==> src/rtl/common_pseudo_lru_setpick_if.sv <==
// common_pseudo_lru_setpick_if: touch/pick request bus and registered pick result for the set-associative pseudo-LRU picker
interface common_pseudo_lru_setpick_if #(
  parameter int WAY_COUNT_LOG2 = 2,
  parameter int SET_COUNT_LOG2 = 4
);
  localparam int WAYS = 1 << WAY_COUNT_LOG2;
  localparam int SW = SET_COUNT_LOG2 > 0 ? SET_COUNT_LOG2 : 1;
  logic [SW-1:0] tset;
  logic [WAY_COUNT_LOG2-1:0] tway;
  logic ten;
  logic [SW-1:0] pset;
  logic pen;
  logic palloc;
  logic [WAYS-1:0] dvalid;
  logic [WAYS-1:0] dlock;
  logic [WAY_COUNT_LOG2-1:0] qway;
  logic qvalid;
  modport master (
    output tset, tway, ten, pset, pen, palloc, dvalid, dlock,
    input qway, qvalid
  );
  modport slave (
    input tset, tway, ten, pset, pen, palloc, dvalid, dlock,
    output qway, qvalid
  );
endinterface

==> src/rtl/common_pseudo_lru_setpick.sv <==
// common_pseudo_lru_setpick: per-set tree pseudo-LRU victim picker with valid/lock awareness and touch/allocate updates
module common_pseudo_lru_setpick #(
  parameter int WAY_COUNT_LOG2 = 2,
  parameter int SET_COUNT_LOG2 = 4
) (
  input logic clk,
  input logic resetn,
  common_pseudo_lru_setpick_if.slave lru
);
  localparam int WL = WAY_COUNT_LOG2;
  localparam int WAYS = 1 << WL;
  localparam int SETS = 1 << SET_COUNT_LOG2;
  localparam int SW = SET_COUNT_LOG2 > 0 ? SET_COUNT_LOG2 : 1;
  logic [WAYS-1:1] tree [SETS];
  logic [WAYS-1:1] nxt [SETS];
  logic [WAYS-1:1] cur;
  logic [2*WAYS-1:1] lk;
  logic [SW-1:0] ts, ps;
  logic [WL-1:0] pk, fw;
  logic hit, ok, alloc;
  int n;
  logic b;
  // Each node on the path to w is pointed at the sibling of w's subtree.
  function automatic logic [WAYS-1:1] touch(input logic [WAYS-1:1] t, input logic [WL-1:0] w);
    for (int d = 0; d < WL; d++) t[(1 << d) | (int'(w) >> (WL - d))] = ~w[WL-1-d];
    return t;
  endfunction
  assign ts = SET_COUNT_LOG2 == 0 ? '0 : lru.tset;
  assign ps = SET_COUNT_LOG2 == 0 ? '0 : lru.pset;
  assign cur = tree[ps];
  // lk is heap-indexed like the tree, with leaves at WAYS+way: a node is set when its whole subtree is locked.
  always_comb begin
    lk = '0;
    lk[2*WAYS-1:WAYS] = lru.dlock;
    for (int i = WAYS - 1; i >= 1; i--) lk[i] = lk[2*i] & lk[2*i+1];
  end
  always_comb begin
    hit = 1'b0;
    fw = '0;
    for (int w = WAYS - 1; w >= 0; w--)
      if (!lru.dvalid[w] && !lru.dlock[w]) begin
        hit = 1'b1;
        fw = WL'(w);
      end
  end
  always_comb begin
    n = 1;
    b = 1'b0;
    for (int d = 0; d < WL; d++) begin
      b = cur[n];
      b = lk[2*n+int'(b)] ? ~b : b;
      n = 2 * n + int'(b);
    end
  end
  assign ok = ~lk[1];
  assign pk = hit ? fw : WL'(n - WAYS);
  assign alloc = lru.pen & lru.palloc & ok;
  // Touch is applied before the allocate so the allocate wins on shared nodes.
  always_comb begin
    for (int s = 0; s < SETS; s++) begin
      nxt[s] = tree[s];
      if (lru.ten && ts == SW'(s)) nxt[s] = touch(nxt[s], lru.tway);
      if (alloc && ps == SW'(s)) nxt[s] = touch(nxt[s], pk);
    end
  end
  always_ff @(posedge clk or negedge resetn)
    if (!resetn) begin
      for (int s = 0; s < SETS; s++) tree[s] <= '0;
      lru.qway <= '0;
      lru.qvalid <= 1'b0;
    end else begin
      for (int s = 0; s < SETS; s++) tree[s] <= nxt[s];
      lru.qvalid <= lru.pen & ok;
      lru.qway <= (lru.pen && ok) ? pk : '0;
    end
endmodule

==> src/flat_wrapper.sv <==
// flat-port wrapper written by rule: the top's interface ports become plain ports
module common_pseudo_lru_setpick_flat 
#(
  parameter int WAY_COUNT_LOG2 = 2,
  parameter int SET_COUNT_LOG2 = 4
)
  (clk, resetn, lru_tset, lru_tway, lru_ten, lru_pset, lru_pen, lru_palloc, lru_dvalid, lru_dlock, lru_qway, lru_qvalid);
  common_pseudo_lru_setpick_if #(.WAY_COUNT_LOG2(WAY_COUNT_LOG2), .SET_COUNT_LOG2(SET_COUNT_LOG2)) lru_i ();
  input logic clk;
  input logic resetn;
  input wire logic [$bits(lru_i.tset)-1:0] lru_tset;
  input wire logic [$bits(lru_i.tway)-1:0] lru_tway;
  input wire logic [$bits(lru_i.ten)-1:0] lru_ten;
  input wire logic [$bits(lru_i.pset)-1:0] lru_pset;
  input wire logic [$bits(lru_i.pen)-1:0] lru_pen;
  input wire logic [$bits(lru_i.palloc)-1:0] lru_palloc;
  input wire logic [$bits(lru_i.dvalid)-1:0] lru_dvalid;
  input wire logic [$bits(lru_i.dlock)-1:0] lru_dlock;
  output wire logic [$bits(lru_i.qway)-1:0] lru_qway;
  output wire logic [$bits(lru_i.qvalid)-1:0] lru_qvalid;
  assign lru_i.tset = lru_tset;
  assign lru_i.tway = lru_tway;
  assign lru_i.ten = lru_ten;
  assign lru_i.pset = lru_pset;
  assign lru_i.pen = lru_pen;
  assign lru_i.palloc = lru_palloc;
  assign lru_i.dvalid = lru_dvalid;
  assign lru_i.dlock = lru_dlock;
  assign lru_qway = lru_i.qway;
  assign lru_qvalid = lru_i.qvalid;
  common_pseudo_lru_setpick #(.WAY_COUNT_LOG2(WAY_COUNT_LOG2), .SET_COUNT_LOG2(SET_COUNT_LOG2)) u_core (.clk(clk), .resetn(resetn), .lru(lru_i));
endmodule
==> config.mk <==
export PLATFORM = sky130hd
export DESIGN_NAME = common_pseudo_lru_setpick_flat
export DESIGN_NICKNAME = d
export VERILOG_FILES = /design/src/rtl/common_pseudo_lru_setpick_if.sv /design/src/rtl/common_pseudo_lru_setpick.sv /design/src/flat_wrapper.sv
export SDC_FILE = /design/constraint.sdc
export NUM_CORES = 1
export LEC_CHECK = 0
export ABC_AREA = 0
export CORE_ASPECT_RATIO = 1.25
export CORE_MARGIN = 1
export CORE_UTILIZATION = 50
export DETAILED_ROUTE_END_ITERATION = 8
export PLACE_DENSITY = 0.7
export SLEW_MARGIN = 10
export SYNTH_ARGS = -nofsm -noshare
export SYNTH_HDL_FRONTEND = slang
export SYNTH_SLANG_ARGS = --single-unit
==> constraint.sdc <==
create_clock -name clk -period 3 [get_ports clk]
set_input_delay 0.6 -clock clk [delete_from_list [all_inputs] [get_ports clk]]
set_output_delay 0.6 -clock clk [all_outputs]
set_load 0.1 [all_outputs]
==> results.sh, run 1 <==
# physical design summary
export IMPL_outcome="completed"
export IMPL_reg2reg_setup_slack_ns=0.66
export IMPL_powerClk_uw=396
export IMPL_critPathKind="input port to register"
export IMPL_worstSetupStartpointType="input port"
export IMPL_gr_usage_met2=0.5469
export IMPL_die_area_um2=7368
export IMPL_met1Wirelength_mm=4.521
export IMPL_p_seq_mw=1.03
export IMPL_path_depth=9
export IMPL_endpoint="u_core.tree[5]"
export IMPL_htreeDepth=2
export IMPL_synth_cell_type_count=38
export IMPL_logic_gate_count=328
export IMPL_synth_net_count=441
export IMPL_ir_worst_vdd_v=0.0003650
export IMPL_top_cell="dfrtp_1"
export IMPL_worstPathRequired_ns=3.22
export IMPL_power_mw=2.335
export IMPL_largest_register="u_core.tree"
export IMPL_hold_class="input port to async pin"
export IMPL_first_iter_violations=418
export IMPL_critPathLaunch="lru_pset[0]"
export IMPL_timing_max_cap_violations=0
export IMPL_fp_util=0.5253
export IMPL_gp_congestion=1.017
export IMPL_comb_share=0.5056
export IMPL_common_cells="51 x dfrtp_1, 46 x o21ai_0, 44 x nand2_1, 43 x nor2_1, 28 x a22oi_1"
export IMPL_powerComb_uw=912
export IMPL_clkLatencyLatePin_ns=0.31
export IMPL_ff2ff_path_depth=7
export IMPL_internal_power_mw=1.479
run_1/metal_stack.png
(3 px per µm)
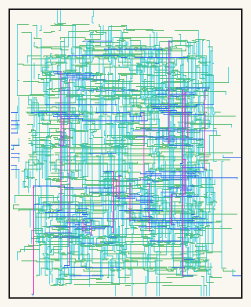
- green: met1 (wire length 4520 µm)
- magenta: met4 (wire length 412 µm)
- cyan: met2 (wire length 5460 µm)
- blue: met3 (wire length 994 µm)
Final Routed Wirelength: 11.38 mm
WL/cell: 20.92 µm
GRT Resource Usage Total: 0.3317
vias: 3660

run_1/cell_classes.png
(3 px per µm)
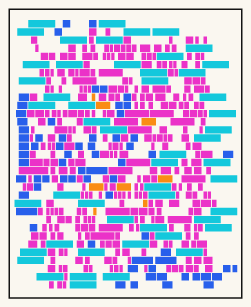
- orange: clock drivers and dummy loads (cells 8)
- magenta: all other logic (cells 330)
- cyan: flops (cells 51)
- blue: other buffers and delay cells (cells 68)
std cell rows: 33
fraction of area in registers: 0.3027
final non-filler cell area: 4217 µm²
final core occ: 0.6304

run_1/pins.png
(4 px per µm) Pins as bars across the die edge, other pins in gray.
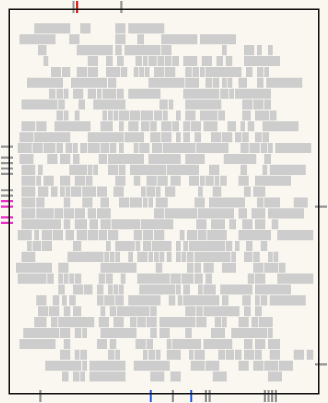
- red: lru_qvalid (pins 1; direction output; edge top)
- magenta: lru_dvalid (pins 4; direction input; edge left)
- blue: lru_tway (pins 2; direction input; edge bottom)
- all pins by edge: 11 left, 10 bottom, 3 top, 2 right
height of the die: 95.72 µm
Die W: 76.98 µm

==> run 2: changes to the inputs <==
CORE_MARGIN = default   (was 1)
GPL_TIMING_DRIVEN = 0   (was default)
run_2/metal_stack.png
(3 px per µm)
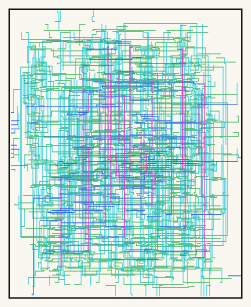
- cyan: met2 (wire length 5940 µm)
- magenta: met4 (wire length 976 µm)
- blue: met3 (wire length 1190 µm)
- green: met1 (wire length 4900 µm)

run_2/pins.png
(4 px per µm) Pins as bars across the die edge, other pins in gray.
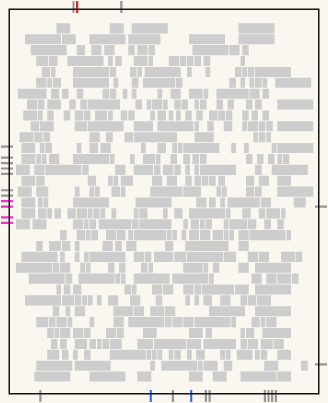
- blue: lru_tway (pins 2; direction input; edge bottom)
- red: lru_qvalid (pins 1; direction output; edge top)
- magenta: lru_dvalid (pins 4; direction input; edge left)
- all pins by edge: 11 left, 10 bottom, 3 top, 2 right
buffers added on ports: 23

==> results.sh, run 2 <==
# physical design summary
export IMPL_comb_share=0.5206
export IMPL_worstPathRequired_ns=3.13
export IMPL_ff2ff_path_depth=8
export IMPL_switching_power_uw=881.3
export IMPL_final_cell_area_um2=4038
export IMPL_clkLatencyLatePin_ns=0.31
export IMPL_gp_congestion=1.027
export IMPL_final_setup_viol_count=4
export IMPL_logic_gate_count=328
export IMPL_final_setup_worst_slack_ns=-0.1955
export IMPL_die_w_um=76.98
export IMPL_violations="negative setup slack"
export IMPL_endpoint="u_core.tree[12]"
export IMPL_buffer_area_frac=0.1016
export IMPL_worstSetupStartpointType="input port"
export IMPL_ir_worst_vdd_v=0.0003593
export IMPL_common_cells="51 x dfrtp_1, 46 x o21ai_0, 44 x nand2_1, 43 x nor2_1, 28 x a22oi_1"
export IMPL_p_seq_mw=1.03
export IMPL_vias=3782
export IMPL_gr_usage_met2=0.6116
export IMPL_internal_power_mw=1.577
export IMPL_first_iter_violations=516
export IMPL_top_cell="dfrtp_1"
export IMPL_reg2reg_setup_slack_ns=0
export IMPL_grt_use_total=0.3798
export IMPL_met1Wirelength_mm=4.901
export IMPL_hold_class="input port to async pin"
export IMPL_timing_max_cap_violations=0
export IMPL_powerClk_uw=572
export IMPL_die_h_um=95.72
export IMPL_largest_register="u_core.tree"
export IMPL_htreeDepth=2
export IMPL_synth_net_count=441
export IMPL_die_area_um2=7368
export IMPL_outcome="complete, but fails checks"
export IMPL_wl_mm=13.01
export IMPL_path_depth=9
export IMPL_synth_cell_type_count=38
export IMPL_power_mw=2.458
export IMPL_wl_per_cell_um=24.23
export IMPL_critPathKind="input port to register"
export IMPL_powerComb_uw=853
run_2/density.png
(4 px per µm) The die is cut into 8 by 10 equal tiles; black is low, pale yellow is high, 0 to 100% covered.
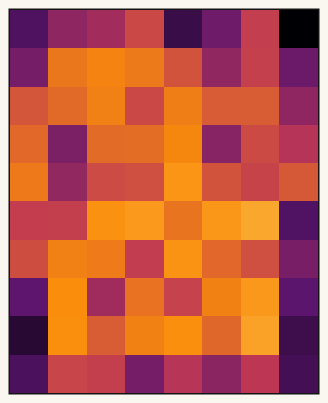
- densest ninth of the die: center
- fullest tile: 81%
- tiles over 75% full: 14%
- mean over tiles: 53%
final core occ: 0.6036
core area: 6689 µm²
fp_density: 0.5253

==> run 3: changes to the inputs <==
SLEW_MARGIN = default   (was 10)
run_3/final_clocks.png
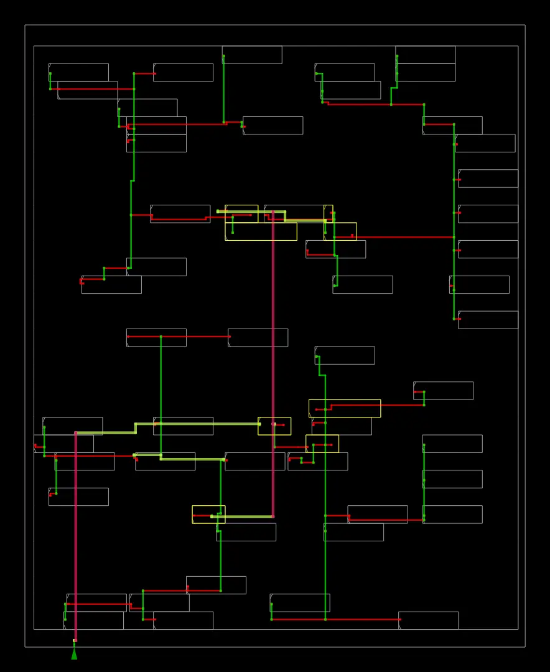
count of clock buffers in the final design: 6
Max Clock Skew: 0.005939 ns
clock group total power: 572 µW

run_3/pins.png
(4 px per µm) Pins as bars across the die edge, other pins in gray.
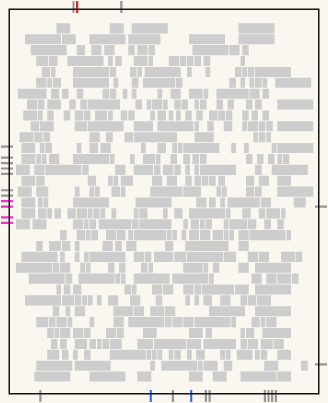
- blue: lru_tway (pins 2; direction input; edge bottom)
- red: lru_qvalid (pins 1; direction output; edge top)
- magenta: lru_dvalid (pins 4; direction input; edge left)

==> results.sh, run 3 <==
# physical design summary
export IMPL_outcome="complete, but fails checks"
export IMPL_violations="negative setup slack"
export IMPL_htreeDepth=2
export IMPL_die_area_um2=7368
export IMPL_ff2ff_path_depth=8
export IMPL_path_depth=9
export IMPL_wl_mm=13.01
export IMPL_worstPathRequired_ns=3.13
export IMPL_die_w_um=76.98
export IMPL_die_h_um=95.72
export IMPL_hold_class="input port to async pin"
export IMPL_timing_max_cap_violations=0
export IMPL_top_cell="dfrtp_1"
export IMPL_synth_cell_type_count=38
export IMPL_clkLatencyLatePin_ns=0.31
export IMPL_p_seq_mw=1.03
export IMPL_final_setup_worst_slack_ns=-0.1955
export IMPL_final_setup_viol_count=4
export IMPL_endpoint="u_core.tree[12]"
export IMPL_critPathKind="input port to register"
export IMPL_first_iter_violations=516
run_3/density.png
(4 px per µm) The die is cut into 8 by 10 equal tiles; black is low, pale yellow is high, 0 to 100% covered.
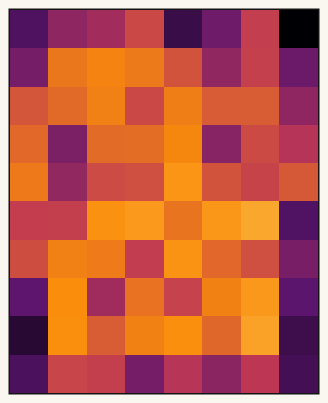
- emptiest ninth of the die: upper right
- densest ninth of the die: center
- mean over tiles: 53%
- fullest tile: 81%
- nearly empty tiles: 1.3%

Power figures rest on the tool's default switching activity, not on a simulated workload.
